--- config.mk ---
export PLATFORM = sky130hd
export DESIGN_NAME = moa_final_adder
export DESIGN_NICKNAME = d
export VERILOG_FILES = /design/src/rtl/moa_pkg.sv /design/src/rtl/moa_seg_add3.sv /design/src/rtl/moa_final_adder.sv
export SDC_FILE = /design/constraint.sdc
export NUM_CORES = 1
export LEC_CHECK = 0
export CELL_PAD_IN_SITES_DETAIL_PLACEMENT = 2
export CELL_PAD_IN_SITES_GLOBAL_PLACEMENT = 2
export CORE_MARGIN = 4
export CORE_UTILIZATION = 35
export CTS_CLUSTER_SIZE = 24
export DETAILED_ROUTE_END_ITERATION = 8
export PLACE_DENSITY_LB_ADDON = 0.25
export SYNTH_ARGS = -nofsm -noshare
export SYNTH_HDL_FRONTEND = slang
export SYNTH_SLANG_ARGS = --single-unit
--- constraint.sdc ---
create_clock -name clk -period 7.8 [get_ports clk]
set_clock_uncertainty 0.1 [all_clocks]
set_input_delay 1.95 -clock clk [delete_from_list [all_inputs] [get_ports clk]]
set_output_delay 1.95 -clock clk [all_outputs]
set_load 0.1 [all_outputs]
--- src/rtl/moa_pkg.sv ---
// moa_pkg: shared types and default sizing for the A-MOA final adder.
//   state_e   : control FSM states of moa_final_adder
//   DEF_*     : default column count, accumulator headroom and segment width
//   calc_nseg : number of SEG-bit segments across the accumulator
package moa_pkg;

    typedef enum logic [1:0] {
        IDLE = 2'd0,
        ADD  = 2'd1,
        OUT  = 2'd2
    } state_e;

    localparam int DEF_W        = 16;
    localparam int DEF_ACC_BITS = 4;
    localparam int DEF_SEG      = 4;

    function automatic int calc_nseg(input int w, input int acc_bits, input int seg);
        return (w + acc_bits) / seg;
    endfunction

endpackage

--- src/rtl/moa_seg_add3.sv ---
// moa_seg_add3: combinational SEG-bit three-operand adder with 2-bit carry-in.
//   a, b, c : SEG-bit operand slices
//   cin     : carry from the previous segment (0..2)
//   sum     : low SEG bits of a+b+c+cin
//   cout    : carry into the next segment (0..2)
module moa_seg_add3 #(
    parameter int SEG = 4
) (
    input  logic [SEG-1:0] a,
    input  logic [SEG-1:0] b,
    input  logic [SEG-1:0] c,
    input  logic [1:0]     cin,
    output logic [SEG-1:0] sum,
    output logic [1:0]     cout
);
    localparam int TW = SEG + 2;

    // 3*(2^SEG-1)+2 < 2^(SEG+2), so two extra bits always hold the total.
    logic [TW-1:0] t;

    assign t    = TW'(a) + TW'(b) + TW'(c) + TW'(cin);
    assign sum  = t[SEG-1:0];
    assign cout = t[TW-1:SEG];

endmodule

--- src/rtl/moa_final_adder.sv ---
// moa_final_adder: segment-serial carry-propagate stage of the approximate
// multi-operand adder. Resolves compressor sum/carry rows into a binary
// result, accumulating beats until in_last, one SEG-bit segment per cycle.
//   clk, rst             : clock, synchronous active-high reset
//   in_valid/in_ready    : input beat handshake
//   sum_vec, carry_vec   : column sum bits (weight 2^i) / carry bits (2^(i+1))
//   in_last              : final beat of an operand group
//   out_valid/out_ready  : result handshake
//   out_data, out_ovf    : group sum mod 2^OUT_W, sticky overflow flag
//   busy                 : FSM not idle
module moa_final_adder
    import moa_pkg::*;
#(
    parameter int W        = DEF_W,
    parameter int ACC_BITS = DEF_ACC_BITS,
    parameter int SEG      = DEF_SEG
) (
    input  logic                  clk,
    input  logic                  rst,
    input  logic                  in_valid,
    output logic                  in_ready,
    input  logic [W-1:0]          sum_vec,
    input  logic [W-1:0]          carry_vec,
    input  logic                  in_last,
    output logic                  out_valid,
    input  logic                  out_ready,
    output logic [W+ACC_BITS-1:0] out_data,
    output logic                  out_ovf,
    output logic                  busy
);
    localparam int OUT_W = W + ACC_BITS;
    localparam int NSEG  = calc_nseg(W, ACC_BITS, SEG);
    localparam int IDX_W = (NSEG > 1) ? $clog2(NSEG) : 1;
    localparam logic [IDX_W-1:0] LAST_IDX = IDX_W'(NSEG - 1);

    if ((OUT_W % SEG) != 0) begin : g_bad_seg
        $error("moa_final_adder: W+ACC_BITS must be a multiple of SEG");
    end

    state_e                     state_q, state_d;
    logic [NSEG-1:0][SEG-1:0]   acc_q, acc_d;
    logic [NSEG-1:0][SEG-1:0]   s_q, s_d;
    logic [NSEG-1:0][SEG-1:0]   c_q, c_d;
    logic                       last_q, last_d;
    logic [IDX_W-1:0]           seg_idx_q, seg_idx_d;
    logic [1:0]                 seg_carry_q, seg_carry_d;
    logic                       ovf_q, ovf_d;
    logic [OUT_W-1:0]           out_data_q, out_data_d;
    logic                       out_ovf_q, out_ovf_d;

    logic [SEG-1:0]             seg_sum;
    logic [1:0]                 seg_cout;

    // Single shared segment adder; operands selected by the current segment.
    moa_seg_add3 #(.SEG(SEG)) u_seg_add (
        .a    (acc_q[seg_idx_q]),
        .b    (s_q[seg_idx_q]),
        .c    (c_q[seg_idx_q]),
        .cin  (seg_carry_q),
        .sum  (seg_sum),
        .cout (seg_cout)
    );

    always_comb begin
        state_d     = state_q;
        acc_d       = acc_q;
        s_d         = s_q;
        c_d         = c_q;
        last_d      = last_q;
        seg_idx_d   = seg_idx_q;
        seg_carry_d = seg_carry_q;
        ovf_d       = ovf_q;
        out_data_d  = out_data_q;
        out_ovf_d   = out_ovf_q;

        case (state_q)
            IDLE: begin
                if (in_valid) begin
                    s_d         = OUT_W'(sum_vec);
                    c_d         = OUT_W'({carry_vec, 1'b0});
                    last_d      = in_last;
                    seg_idx_d   = '0;
                    seg_carry_d = '0;
                    state_d     = ADD;
                end
            end
            ADD: begin
                acc_d[seg_idx_q] = seg_sum;
                seg_carry_d      = seg_cout;
                seg_idx_d        = seg_idx_q + IDX_W'(1);
                if (seg_idx_q == LAST_IDX) begin
                    // Carry out of the top segment is dropped; the result wraps.
                    seg_idx_d   = '0;
                    seg_carry_d = '0;
                    if (seg_cout != 2'd0) begin
                        ovf_d = 1'b1;
                    end
                    if (last_q) begin
                        out_data_d = acc_d;
                        out_ovf_d  = ovf_d;
                        state_d    = OUT;
                    end else begin
                        state_d = IDLE;
                    end
                end
            end
            OUT: begin
                if (out_ready) begin
                    acc_d   = '0;
                    ovf_d   = 1'b0;
                    state_d = IDLE;
                end
            end
            default: begin
                state_d = IDLE;
            end
        endcase
    end

    always_ff @(posedge clk) begin
        if (rst) begin
            state_q     <= IDLE;
            acc_q       <= '0;
            s_q         <= '0;
            c_q         <= '0;
            last_q      <= 1'b0;
            seg_idx_q   <= '0;
            seg_carry_q <= '0;
            ovf_q       <= 1'b0;
            out_data_q  <= '0;
            out_ovf_q   <= 1'b0;
        end else begin
            state_q     <= state_d;
            acc_q       <= acc_d;
            s_q         <= s_d;
            c_q         <= c_d;
            last_q      <= last_d;
            seg_idx_q   <= seg_idx_d;
            seg_carry_q <= seg_carry_d;
            ovf_q       <= ovf_d;
            out_data_q  <= out_data_d;
            out_ovf_q   <= out_ovf_d;
        end
    end

    assign in_ready  = (state_q == IDLE);
    assign busy      = (state_q != IDLE);
    assign out_valid = (state_q == OUT);
    assign out_data  = out_data_q;
    assign out_ovf   = out_ovf_q;

endmodule

==> images/layer_met1.png <==
Bar = 20 µm. Cells faint in the background.
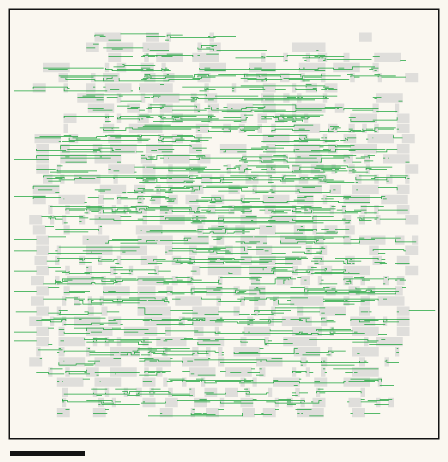
nets with wire on the layer: 500
wire length on this layer: 5,930 µm

==> images/layer_met2.png <==
Bar = 20 µm. Cells faint in the background.
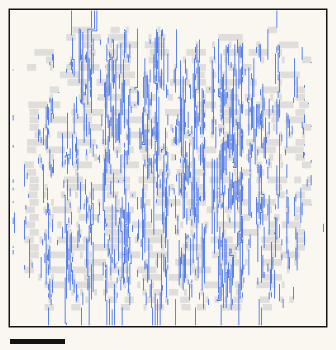
wire length on this layer: 5,490 µm
longest straight run: 32.8 µm

==> images/layer_met3.png <==
Bar = 20 µm. Cells faint in the background.
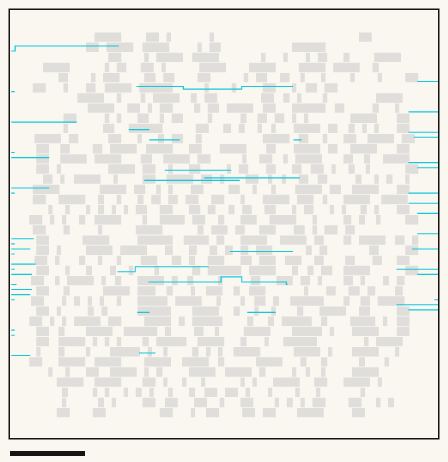
share of all routed wire: 3.7%
longest straight run: 27.6 µm
nets with wire on the layer: 45
main direction: horizontal
wire length on this layer: 441 µm

metal layers:
| metal | wire length [µm] | track usage, % | part of all wire, % |
|---|---|---|---|
| met5 | 0 | 0 | 0 |
| met4 | 121 | 5.634 | 1.0 |
| met3 | 441 | 3.224 | 3.7 |
| met2 | 5486 | 30.62 | 46 |
| met1 | 5929 | 26.55 | 49 |
registers in the layout (all words and copies together), names as in the netlist:
signal       count
seg_idx_q        3
state_q          2
ovf_q            1
s_q             16
out_ovf          1
last_q           1
acc_q           20
seg_carry_q      2
out_data        20
c_q             16
logic make-up after synthesis:
kind of cell | count (synthesis) | synth area share, %
compound gates | 113 | 18.56
xor+xnor | 4 | 0.8796
fa+ha+maj | 16 | 5.779
buf+inv | 43 | 5.716
flops | 82 | 41.21
mux | 25 | 8.574
simple gates | 171 | 19.28
path summary, 6_finish.rpt:
path                               endpoint  cells past startpoint          from
worst min-delay path            out_data[3]                      2   out_data[3]
worst min register to register  out_data[3]                      2   out_data[3]
worst max register to register     acc_q[3]                     12  seg_idx_q[1]
worst max-delay path               acc_q[3]                     12  seg_idx_q[1]
cells in the final DEF (no fill, tap or decap), types with 6 or more instances in the layout:
master / Yosys / final
clkbuf_16: 0 / 9
a32oi_1: 10 / 10
nor2_1: 34 / 34
mux4_2: 6 / 6
nand2_1: 103 / 103
clkdlybuf4s50_1: 0 / 59
a211oi_1: 7 / 7
a21oi_1: 52 / 52
ha_1: 12 / 12
inv_1: 6 / 6
mux2i_1: 18 / 18
dfxtp_1: 82 / 82
o211ai_1: 10 / 10
nor2b_1: 9 / 8
o21ai_0: 7 / 7
layout make-up:
type	count	area [µm²]	share of cell area, %
multi-input cells	329	2123	43.68
flip-flops and latches	82	1642	33.77
repair buffers	65	633.1	13.02
clock buffers	13	250.2	5.148
well taps	140	175.2	3.604
inverters	6	22.52	0.4633
clock inverters	3	15.01	0.3089
report_power, final:
| group | internal (mW) | switching, mW | total [mW] |
|---|---|---|---|
| Sequential | 0.433 | 0.0126 | 0.445 |
| Combinational | 0.0584 | 0.0876 | 0.146 |
| Clock | 0.223 | 0.166 | 0.389 |
worst max-delay path, delay by kind of cell, from the launching register on:
family                   cells  cell delay (ps)
AND-OR/OR-AND                2              510
XOR/XNOR                     1              480
adder cells (fa/ha/maj)      5             1810
buffers and inverters        1              320
flip-flops                   1              680
AND/OR/NAND/NOR              3              910
==> results.txt <==
run metrics: outcome=finished clean, FILL cells=1,236, CTS root buffer=clkbuf_16, Power Density=roughly 200 mW/mm², CTS HTree Levels=3, Yosys Chip Area=0.003984 mm², R2R setup slack=between 2000 and 3000 ps, CP peak stage delay=680 ps, DP Area=0.004596 mm², pre-CTS setup slack=2895 ps, post-synth top area cell=dfxtp_1, vias per cell=about 5.4, initial antenna violation count=0, # diodes=0, register share after synthesis=41.21%, largest net degree at the start of global routing=roughly 86, count of tool warnings=27, overall power=0.9803 mW, Initial DRC Count=172, GR Overflow Total=0, CTS hold repair buffers=0, CP arrival=5040 ps, antenna-violating nets left=0, core region area=0.01098 mm², layout cells sized above 1=6.827%, io pins=61, fin worst setup slack=2842 ps, syn_area_per_cell=8.775 µm², Final Hold Vio Count=0, Tmin final=4958 ps, Final Max Tran Viols=0, vias post-DR=about 3,400, Chip Width=approximately 110 µm, fin area=0.004861 mm², CTS Buf Count=9, Final period util=63.56%, final core utilization=44.26%, top cell type's share of synthesized area=41.21%, Setup Fix Bufs, Post-CTS=0, main flop type=dfxtp_1, first-pass GRT wire length=between 15,000 and 20,000 µm, Yosys warnings=0, required time of the critical path=around 7900 ps, drt first pass iters=4, Total GRT Usage=19.15%, dpl cells=622, crit start category=register, Slew headroom=about 18%, CTS resizes=0, crit end category=register, row cnt=38, cell count in the Yosys report=roughly 450, DRC violations left=0, Mapped Cells=454, CTS tree=built, routability cong.=0.8044, final-stage net count=546, Final setup viols=0, top cells, area=dfxtp_1 (41%), nand2_1 (9.7%), a21oi_1 (6.5%), Max IR drop VDD=about 0.093 mV, Syn-to-layout area delta=22.02%, DIE AREA=0.01315 mm², Die Height=114.7 µm, vias in the first global route=3,703, Cell Area, Synth=0.003984 mm², slowest CP cell=dfxtp_1, most used cell along the critical path=fa_1, Post-synth EDFFs=0, Worst-Margin Slew=about 1200 ps, crit path cell chain=buf_4 > nor3b_4 > a221o_1 > ha_1 > fa_1 > fa_1 > ha_1 > fa_1 > xnor2_1 > nor2_1 > a22oi_1 > nor2_1, syn nets=~510, detailed placement HPWL=~8400 µm, Fin Hold WS=between 300 and 400 ps, Crit Path Class=register to register, Layout Cells excl Fill=approximately 640, DRT Wirelength=11,980 µm, Synth top cells by count=nand2_1 (103), dfxtp_1 (82), a21oi_1 (52), asr flop ratio synth=0%, Clock Pin Slew Worst Setup and Hold Paths=60 ps, hold crit path type=register to register, Port Buffers=60, Max Freq=about 0.2 GHz, RSZ-0062 raised after global routing=no, Max-Cap Viols=0, count leader, synth=nand2_1, clock sinks=82, worst skew pair latency=330 ps, setup tns final=0 ps, leakage power=around 1.8 nW, Critical Path Fanout Max=16, synth unique cells=about 44, Initial Util=36.27%, drt wl/cell=18.77 µm, Clock Path Buffers=2, ys flops=a little over 80
Power and IR drop assume default switching activity.
